**config.mk**
```make
export PLATFORM = sky130hd
export DESIGN_NAME = sync_fifo
export DESIGN_NICKNAME = d
export VERILOG_FILES = /design/src/rtl/sync_fifo.sv
export SDC_FILE = /design/constraint.sdc
export NUM_CORES = 1
export LEC_CHECK = 0
export ABC_AREA = 1
export CAP_MARGIN = 15
export CELL_PAD_IN_SITES_DETAIL_PLACEMENT = 0
export CELL_PAD_IN_SITES_GLOBAL_PLACEMENT = 2
export CORE_ASPECT_RATIO = 1.5
export CORE_UTILIZATION = 41
export DETAILED_ROUTE_END_ITERATION = 8
export GPL_TIMING_DRIVEN = 0
export MAX_ROUTING_LAYER = met4
export PLACE_DENSITY_LB_ADDON = 0.1
export SLEW_MARGIN = 0
export SYNTH_ARGS = -nofsm -noshare
export SYNTH_HDL_FRONTEND = slang
export SYNTH_SLANG_ARGS = --single-unit
```
**constraint.sdc**
```tcl
create_clock -name sys_clk -period 8.7 [get_ports sys_clk]
set_clock_uncertainty 0.2 [all_clocks]
set_input_delay 1.305 -clock sys_clk [delete_from_list [all_inputs] [get_ports sys_clk]]
set_output_delay 1.305 -clock sys_clk [all_outputs]
set_load 0.03 [all_outputs]
```
**src/rtl/sync_fifo.sv**
```systemverilog
// rtl/sync_fifo.sv - parametrised single-clock FIFO with FWFT option, thresholds and sticky errors
module sync_fifo #(
    parameter int DATA_W   = 16,
    parameter int DEPTH    = 16,
    parameter int FWFT     = 0,
    parameter int AF_LEVEL = DEPTH - 2,
    parameter int AE_LEVEL = 2
) (
    input  logic                       sys_clk,
    input  logic                       sys_rst_n,
    input  logic                       wr_en,
    input  logic [DATA_W-1:0]          wr_data,
    input  logic                       rd_en,
    input  logic                       err_clr,
    output logic [DATA_W-1:0]          rd_data,
    output logic                       rd_valid,
    output logic                       fifo_empty,
    output logic                       fifo_full,
    output logic                       fifo_almost_empty,
    output logic                       fifo_almost_full,
    output logic                       fifo_overrun,
    output logic                       fifo_underrun,
    output logic [$clog2(DEPTH):0]     fifo_data_num,
    output logic [$clog2(DEPTH):0]     fifo_room_num
);
    localparam int ADDR_W = $clog2(DEPTH);
    localparam logic [ADDR_W:0] FULL_CNT = (ADDR_W+1)'(DEPTH);
    localparam logic [ADDR_W:0] AF_CNT   = (ADDR_W+1)'(AF_LEVEL);
    localparam logic [ADDR_W:0] AE_CNT   = (ADDR_W+1)'(AE_LEVEL);

    logic [DATA_W-1:0] mem [DEPTH];
    logic [ADDR_W-1:0] wr_ptr_q, wr_ptr_d;
    logic [ADDR_W-1:0] rd_ptr_q, rd_ptr_d;
    logic [ADDR_W:0]   cnt_q, cnt_d;
    logic              ovr_q, ovr_d;
    logic              udr_q, udr_d;
    logic              wa, ra;

    assign fifo_empty        = (cnt_q == '0);
    assign fifo_full         = (cnt_q == FULL_CNT);
    assign fifo_almost_empty = (cnt_q <= AE_CNT);
    assign fifo_almost_full  = (cnt_q >= AF_CNT);
    assign fifo_data_num     = cnt_q;
    assign fifo_room_num     = FULL_CNT - cnt_q;
    assign fifo_overrun      = ovr_q;
    assign fifo_underrun     = udr_q;

    // The reset term keeps the un-reset memory from being written while in reset.
    assign wa = wr_en && !fifo_full && sys_rst_n;
    assign ra = rd_en && !fifo_empty && sys_rst_n;

    always_comb begin
        wr_ptr_d = wr_ptr_q;
        rd_ptr_d = rd_ptr_q;
        cnt_d    = cnt_q;
        ovr_d    = ovr_q;
        udr_d    = udr_q;
        if (wa) begin
            wr_ptr_d = wr_ptr_q + ADDR_W'(1);
        end
        if (ra) begin
            rd_ptr_d = rd_ptr_q + ADDR_W'(1);
        end
        if (wa && !ra) begin
            cnt_d = cnt_q + (ADDR_W+1)'(1);
        end else if (ra && !wa) begin
            cnt_d = cnt_q - (ADDR_W+1)'(1);
        end
        // Set has priority over clear.
        if (wr_en && fifo_full) begin
            ovr_d = 1'b1;
        end else if (err_clr) begin
            ovr_d = 1'b0;
        end
        if (rd_en && fifo_empty) begin
            udr_d = 1'b1;
        end else if (err_clr) begin
            udr_d = 1'b0;
        end
    end

    always_ff @(posedge sys_clk or negedge sys_rst_n) begin
        if (!sys_rst_n) begin
            wr_ptr_q <= '0;
            rd_ptr_q <= '0;
            cnt_q    <= '0;
            ovr_q    <= 1'b0;
            udr_q    <= 1'b0;
        end else begin
            wr_ptr_q <= wr_ptr_d;
            rd_ptr_q <= rd_ptr_d;
            cnt_q    <= cnt_d;
            ovr_q    <= ovr_d;
            udr_q    <= udr_d;
        end
    end

    always_ff @(posedge sys_clk) begin
        if (wa) begin
            mem[wr_ptr_q] <= wr_data;
        end
    end

    generate
        if (FWFT != 0) begin : g_fwft
            // Forced to zero while empty so the output matches its reset value.
            assign rd_data  = fifo_empty ? '0 : mem[rd_ptr_q];
            assign rd_valid = !fifo_empty;
        end else begin : g_std
            logic [DATA_W-1:0] rd_data_q, rd_data_d;
            logic              rd_valid_q, rd_valid_d;

            always_comb begin
                rd_data_d  = rd_data_q;
                rd_valid_d = ra;
                if (ra) begin
                    rd_data_d = mem[rd_ptr_q];
                end
            end

            always_ff @(posedge sys_clk or negedge sys_rst_n) begin
                if (!sys_rst_n) begin
                    rd_data_q  <= '0;
                    rd_valid_q <= 1'b0;
                end else begin
                    rd_data_q  <= rd_data_d;
                    rd_valid_q <= rd_valid_d;
                end
            end

            assign rd_data  = rd_data_q;
            assign rd_valid = rd_valid_q;
        end
    endgenerate
endmodule
```
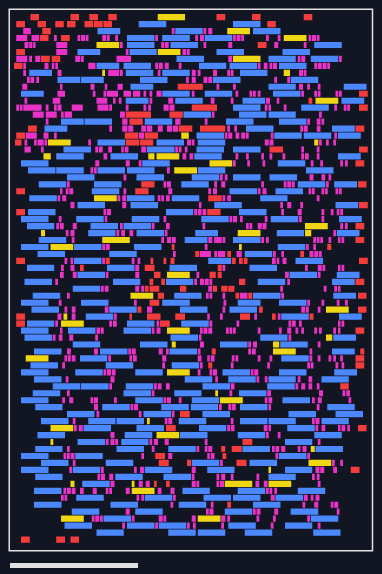
run_1/cell_classes.png
Scale bar: 50 µm.
legend:
  blue:
    class: flops
    cells: 288
    share_of_their_area: 62%
  yellow:
    class: clock drivers and dummy loads
    cells: 53
    share_of_their_area: 7.0%
  red:
    class: other buffers and delay cells
    cells: 126
    share_of_their_area: 8.8%
  magenta:
    class: all other logic
    cells: 685
    share_of_their_area: 22%
Seq/total area: 59.7%
Finished Core Util: 49.7%
core box area: 28600 µm²

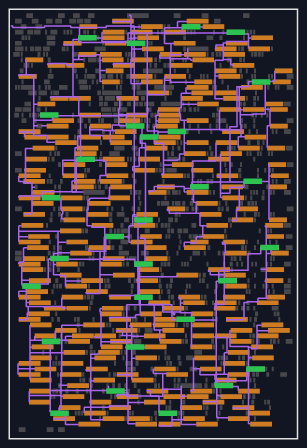
run_1/clock_map.png
legend:
  orange:
    item: flip-flops
    count: 288
  purple:
    item: clock wires
    length: 3620 µm
  green:
    item: cells driving clock nets
    count: 29
flops lie: all over the die
routed clock nets: 30

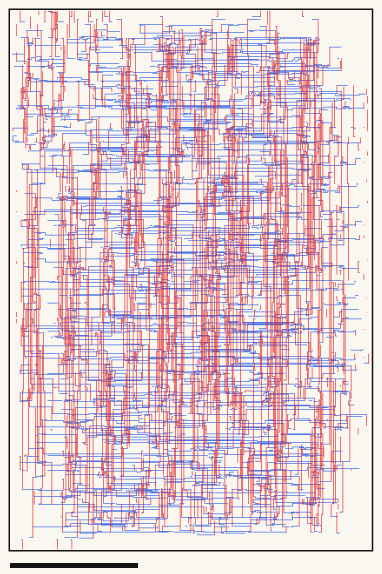
run_1/metal_stack.png
Scale bar: 50 µm. Two of the layers only.
legend:
  red:
    layer: met2
    wire_length: 17200 µm
  blue:
    layer: met1
    wire_length: 14600 µm
vias: 7808
total track usage: 24.9%
routed len/inst: 22.2 µm

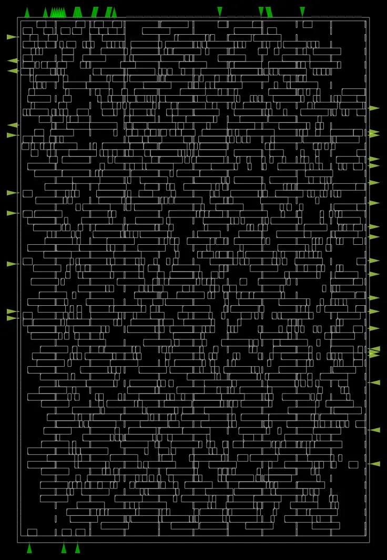
run_1/final_placement.png
final instance count without filler cells: 1542
tap cells: 390
Seq Cell Count: 288

run 1: cell families (layout without fill, tap and decap cells):
| group | after synthesis | after routing | synth area share (%) |
|---|---|---|---|
| and+or+nand+nor | 627 | 627 | 22.0 |
| AOI/OAI and AO/OA | 11 | 11 | 0.525 |
| xor gates and xnor gates | 11 | 11 | 0.808 |
| adders and majority gates | 14 | 14 | 1.53 |
| DFF | 288 | 288 | 71.2 |
| buffers and inverters | 79 | 201 | 3.99 |
run 1: per-layer routing:
| layer | share of wire (%) | GRT usage [%] | up-vias |
|---|---|---|---|
| met1 | 43 | 31.9 | 3806 |
| li1 | - | - | 3738 |
| met3 | 4.6 | 2.95 | 47 |
| met5 | 0 | - | - |
| met4 | 2.5 | 7.42 | 0 |
| met2 | 50 | 41.6 | 217 |
run 1: registers in the layout (all words and copies together) (netlist names):
| register | cells |
|---|---|
| fifo_overrun | 1 |
| rd_valid | 1 |
| fifo_underrun | 1 |
| rd_data | 16 |
| fifo_data_num | 5 |
| mem | 256 |
| wr_ptr_q | 4 |
| rd_ptr_q | 4 |
run 1: power groups by stage:
stage	Sequential, mW	Clock (mW)	Combinational (mW)
2_1_floorplan	1.81	0	1.09
3_3_place_gp	1.73	0	1.93
3_5_place_dp	1.73	0	1.95
4_1_cts	1.70	1.29	1.96
5_1_grt	1.71	1.35	2.12
6_report	1.70	1.27	1.93
run 1: worst max path at each step:
stage | from | endpoint | slack [ns] | cells past startpoint
floorplan | fifo_data_num[0] | fifo_data_num[4] | 5.24 | 17
global placement | sys_rst_n | fifo_data_num[4] | 2.67 | 14
detailed placement | sys_rst_n | fifo_data_num[4] | 3.79 | 14
CTS | sys_rst_n | fifo_data_num[4] | 4.38 | 14
global route | sys_rst_n | fifo_data_num[4] | 4.02 | 14
finish | sys_rst_n | fifo_data_num[4] | 4.46 | 14
run 1: cell type report:
type	instances	area, µm²	share of cell area, %
tap	390	488	3.43
clock buffer	34	744	5.23
multi-input combinational	663	3000	21.1
buffer	57	390	2.74
sequential	288	8490	59.7
timing repair buffer	69	816	5.73
clock inverter	19	213	1.50
inverter	22	85.1	0.598
run 1: through the flow:
step	instance area, µm²	power [mW]	hold WS [ns]
floorplan	11900	2.90	0.312
global route	14200	5.18	0.295
finish	14200	4.90	0.275
detailed placement	13300	3.68	0.265
global placement	12900	3.66	0.262
CTS	14200	4.95	0.282
run 1: synth_stat cells:
cell,number
inv_4,1
inv_1,19
edfxtp_1,256
o21bai_1,1
nor2_2,1
nor2_1,21
clkbuf_1,3
buf_2,30
a21oi_1,1
nand2_1,407
nand3_1,194
xnor2_1,2
o21ai_0,6
buf_6,13
nand4_1,2
buf_1,2
fa_1,1
nor4_1,1
nor3_4,1
a21boi_0,1
clkinv_1,2
xor2_1,9
dfrtp_1,32
o22ai_1,1
ha_1,13
buf_8,1
buf_4,8
a31oi_1,1
run 1: worst reg2reg max path, delay by kind of cell, from the launching register on:
| family | cells | cell delay [ns] |
|---|---|---|
| compound gates | 2 | 0.22 |
| xor+xnor | 1 | 0.16 |
| fa+ha+maj | 4 | 1.03 |
| buf+inv | 4 | 0.92 |
| flops | 1 | 0.49 |
| simple gates | 6 | 0.80 |
==> impl_metrics.yaml, run 1 <==
# physical design summary
outcome:
  status: "completed"
placement:
  port_buffers: 53
  numPlacedInstances: 1489
  hpwl_um: 22800
  gp_congestion: 0.790
worst_hold_path:
  hp-class: "register to register"
  hp-start: "rd_data[2]"
  hold_depth: 2
  min_to: "rd_data[2]"
setup_path:
  path_max_fanout: 34
  critical_path_required_ns: 8.98
  critical_path_buf_inv_count: 5
  cp_top_family: "buffers and inverters"
  crit_type: "input pin to register"
  slowest_delay_ns: 0.64
  cpMostUsedCell: "nand2_1"
  r2r_cells: 17
  reg2reg_from: "fifo_data_num[0]"
  path_cells: "buf_2, inv_1, nor3_4, clkinv_1, buf_2, ha_1, inv_1, ha_1, nand2_1, nand2_1, a21oi_1, xor2_1, nand2_1, o21ai_0"
logic_synthesis:
  yosysUniqueCellTypes: 28
  top_area_cell: "edfxtp_1"
  top_cells_by_area: "edfxtp_1 (64%), nand2_1 (13%), nand3_1 (8.1%)"
  syn_area_um2: 11900
  syn-instance-count: 1030
  top_cell_area_share_pct: 64.5
  postSynthSeqShare_pct: 71.2
  avgSynthCellArea_um2: 11.6
  fp_nets: 1065
  numSynthFlops: 288
  yosysWarnings: 0
  yosys_area_um2: 11900
pwr:
  power_frac_seq_pct: 34.6
  powerDensity_nw_per_um2: 345
  p_sw_share_pct: 39.2
  internal_power_mw: 2.98
  irDropWorstVdd_mv: 0.284
  leakage_nw: 5.43
  combPwrFrac_pct: 39.4
detailed_routing:
  drc: 0
  routed_wl_um: 34200
  vias_per_cell: 5.06
  final_antenna_net_count: 0
clock_network:
  cts_buffers: 29
  htreeDepth: 1
  post_cts_buffers: 0
  cts_tree: "done"
  hold_buffers: 0
  clock-sinks: 288
finish:
  num-fill-cells: 2603
  drive_gt1_share_pct: 11.6
  nNetsFinal: 1165
  syn_to_final_growth_pct: 19.3
sta:
  worst_pin_slew_ns: 0.920
  period_needed_ns: 4.24
  setup_viol: 0
  finalHoldViolCount: 0
  fmax_mhz: 236
  relSlewSlack_pct: 38.5
  maxSlewViolCount: 0
  setup_slack_ns: 4.46
  fin_setup_tns_ns: 0
  rsz0062_at_grt: "no"
  finalCritPeriodShare_pct: 48.8
grt:
  grt_pass1_vias: 7745
  grt_pass1_wl_um: 51300
  grt_max_degree: 35
floorplanning:
  num_io_pins: 54
  dieHeight_um: 211
  rows: 76
  dieWidth_um: 141
==> run 2: changes to the inputs <==
clock period = 4.1 ns   (was 8.7 ns; I/O delays follow)
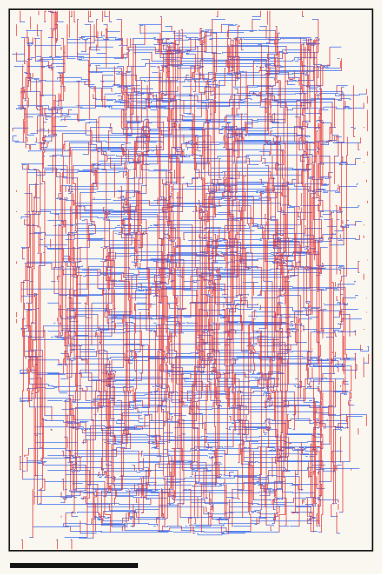
run_2/metal_stack.png
Scale bar: 50 µm. Two of the layers only.
legend:
  blue:
    layer: met1
    wire_length: 14800 µm
  red:
    layer: met2
    wire_length: 17300 µm
routed len/inst: 22.3 µm
vias: 7824
final wirelength: 34500 µm

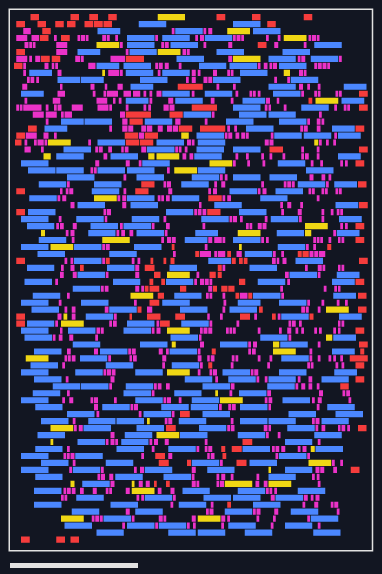
run_2/cell_classes.png
Scale bar: 50 µm.
Finished Core Util: 49.9%
Seq/total area: 59.4%
final instance area: 14300 µm²

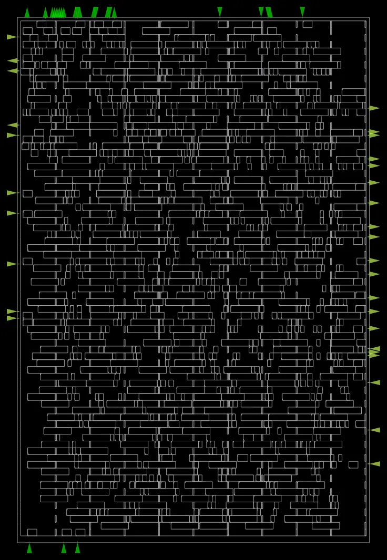
run_2/final_placement.png
Std-Cell Rows: 76
Fillers: 2596

==> run 2 against run 1 <==
Compared with the run above: worst hold slack about the same; total power increased by 110%; register-to-register slack got worse by 4.2 ns; die area unchanged.
==> impl_metrics.yaml, run 2 <==
# physical design summary
clock_network:
  cts_tree: "done"
  clk_latency_ns: 0.56
  htreeDepth: 1
  clockBufferDepth: 3
  clock-sinks: 288
  clockRootBuffer: "clkbuf_16"
  cts_buffers: 29
  path_clk_slew_ns: 0.07
logic_synthesis:
  synth_top_cell_by_count: "nand2_1"
  top_area_cell: "edfxtp_1"
  async_reset_ff_share_pct: 11.1
  synth-edff-count: 256
  syn-instance-count: 1030
  yosysUniqueCellTypes: 28
  yosys_area_um2: 11900
  syn_area_um2: 11900
  top_cells_by_area: "edfxtp_1 (64%), nand2_1 (13%), nand3_1 (8.1%)"
  top_cell_area_share_pct: 64.5
  postSynthSeqShare_pct: 71.2
  ys_cells: 1030
  numSynthFlops: 288
  avgSynthCellArea_um2: 11.6
  ys_top_cells_by_count: "nand2_1 (407), edfxtp_1 (256), nand3_1 (194), dfrtp_1 (32), buf_2 (30)"
  fp_nets: 1065
  ff_type: "edfxtp_1"
  yosysWarnings: 0
sta:
  finalHoldViolCount: 0
  worst_pin_slew_ns: 0.917
  fmax_mhz: 285
  period_needed_ns: 3.51
  rsz0062_at_grt: "no"
  setup_slack_ns: 0.590
  finalCritPeriodShare_pct: 85.6
  setup_viol: 0
  relSlewSlack_pct: 38.7
  maxSlewViolCount: 0
grt:
  globalRoute.totalOverflow: 0
  grt_pass1_wl_um: 51600
  antenna_found_initial: 0
  grt_max_degree: 30
  grt_pass1_vias: 7751
  grtUsageTotal_pct: 25.1
floorplanning:
  dieHeight_um: 211
  die_area_um2: 29800
  num_io_pins: 54
  dieWidth_um: 141
  core_um2: 28600
placement:
  port_buffers: 53
  gp_congestion: 0.790
  place_ws_ns: -0.115
  hpwl_um: 22800
  dpl_cell_area_um2: 13300
finish:
  layout_top_cell: "nand2_1"
  antenna_cells: 0
  syn_to_final_growth_pct: 19.8
  final_layout_top_logic_cells: "nand2_1 (407), edfxtp_1 (256), nand3_1 (194), clkdlybuf4s50_1 (52), dfrtp_1 (32)"
  largest_register: "mem"
  largest_reg_flops: 256
  nNetsFinal: 1169
  drive_gt1_share_pct: 11.9
detailed_routing:
  drc: 0
  drt-pass1-iter-count: 5
  drt-initial-drc-count: 563
  final_antenna_net_count: 0
  vias_per_cell: 5.06
pwr:
  irDropWorstVdd_mv: 0.602
  powerDensity_nw_per_um2: 729
  leakage_nw: 5.46
  power_mw: 10.4
setup_path:
  path_cells: "inv_1, ha_1, nand2_1, nor2_1, ha_1, nor3_4, buf_12, clkinvlp_4, buf_2, ha_1, inv_1, fa_1, nand2_1, nand2_1, a21oi_1, xor2_1, nand2_1, o21ai_0"
  cpMostUsedCell: "nand2_1"
  path_max_fanout: 10
  critical_path_required_ns: 4.38
  slowest_stage: "dfrtp_1"
  critical_path_buf_inv_count: 5
  crit_type: "register to register"
  slowest_delay_ns: 0.46
  end_kind: "register"
  ff2ff_setup_slack_ns: 0.59
  cp_top_family: "adder cells"
  critPathLaunchType: "register"
  crit_arrival_ns: 3.79
job:
  drv_cap: 0
worst_hold_path:
  hp-class: "register to register"
outcome:
  status: "completed"
## run 2: cell count changes in the layout (fill, tap and decap cells not counted), sizes merged
cell,previous run,this run
buf,71,74
clkinv,11,10
clkinvlp,5,6
dlygate4sd3,0,1
## run 2: final timing paths
check / cells after the start / start / to
worst max-delay path: 18 / fifo_data_num[1] / fifo_data_num[4]
worst min-delay path: 2 / rd_data[2] / rd_data[2]
worst max register to register: 18 / fifo_data_num[1] / fifo_data_num[4]
worst min register to register: 2 / rd_data[2] / rd_data[2]
max in group asynchronous: 3 / sys_rst_n / fifo_underrun
min in group asynchronous: 2 / sys_rst_n / fifo_data_num[3]
## run 2: through the flow
step / setup TNS [ns] / util, % / hold slack, ns / cells
floorplan: 0 / - / 0.119 / 1030
global placement: -278.78 / 45.2 / 0.262 / 1473
detailed placement: -0.115 / 46.4 / 0.265 / 1489
CTS: 0 / 49.8 / 0.282 / 1544
global route: 0 / 49.9 / 0.293 / 1546
finish: 0 / 49.9 / 0.275 / 1546
## run 2: logic make-up (layout without fill, tap and decap cells)
family	Yosys count	in the layout	share of synthesized area (%)
XOR/XNOR	11	11	0.808
flip-flops	288	288	71.2
adder cells (fa/ha/maj)	14	14	1.53
AND-OR/OR-AND	11	11	0.525
AND/OR/NAND/NOR	627	627	22.0
buffers and inverters	79	205	3.99
## run 2: worst min-delay path, stage by stage (launching register included)
cell	delay [ns]
dfrtp_1	0.34
nand2_1	0.05
nand2_1	0.05
## run 2: report_power, final
part	switching, mW	internal, mW
logic	2.79	1.32
registers	0.143	3.46
clock network	1.15	1.55
## run 2: per-layer routing
metal | track usage [%] | vias to the layer above | part of all wire (%)
met3 | 2.77 | 45 | 4.4
met2 | 41.9 | 182 | 50
met5 | - | - | 0
met4 | 7.38 | 0 | 2.5
met1 | 32.3 | 3845 | 43
li1 | - | 3752 | -
## run 2: final cells by class
type / count / area (µm²)
sequential: 288 / 8490
buffer: 57 / 390
fill: 2596 / 14300
clock inverter: 19 / 213
inverter: 22 / 88.8
tap: 390 / 488
clock buffer: 34 / 744
multi-input combinational: 663 / 3000
timing repair buffer: 73 / 873
## run 2: timing repair
item	4_1_cts	5_1_grt
setup endpoints to repair	0	1
hold buffers	2	0
hold endpoints to repair	29	0
resized	0	1
buffers inserted	0	2
No activity file was given, so power comes from the tool's default toggle rates.
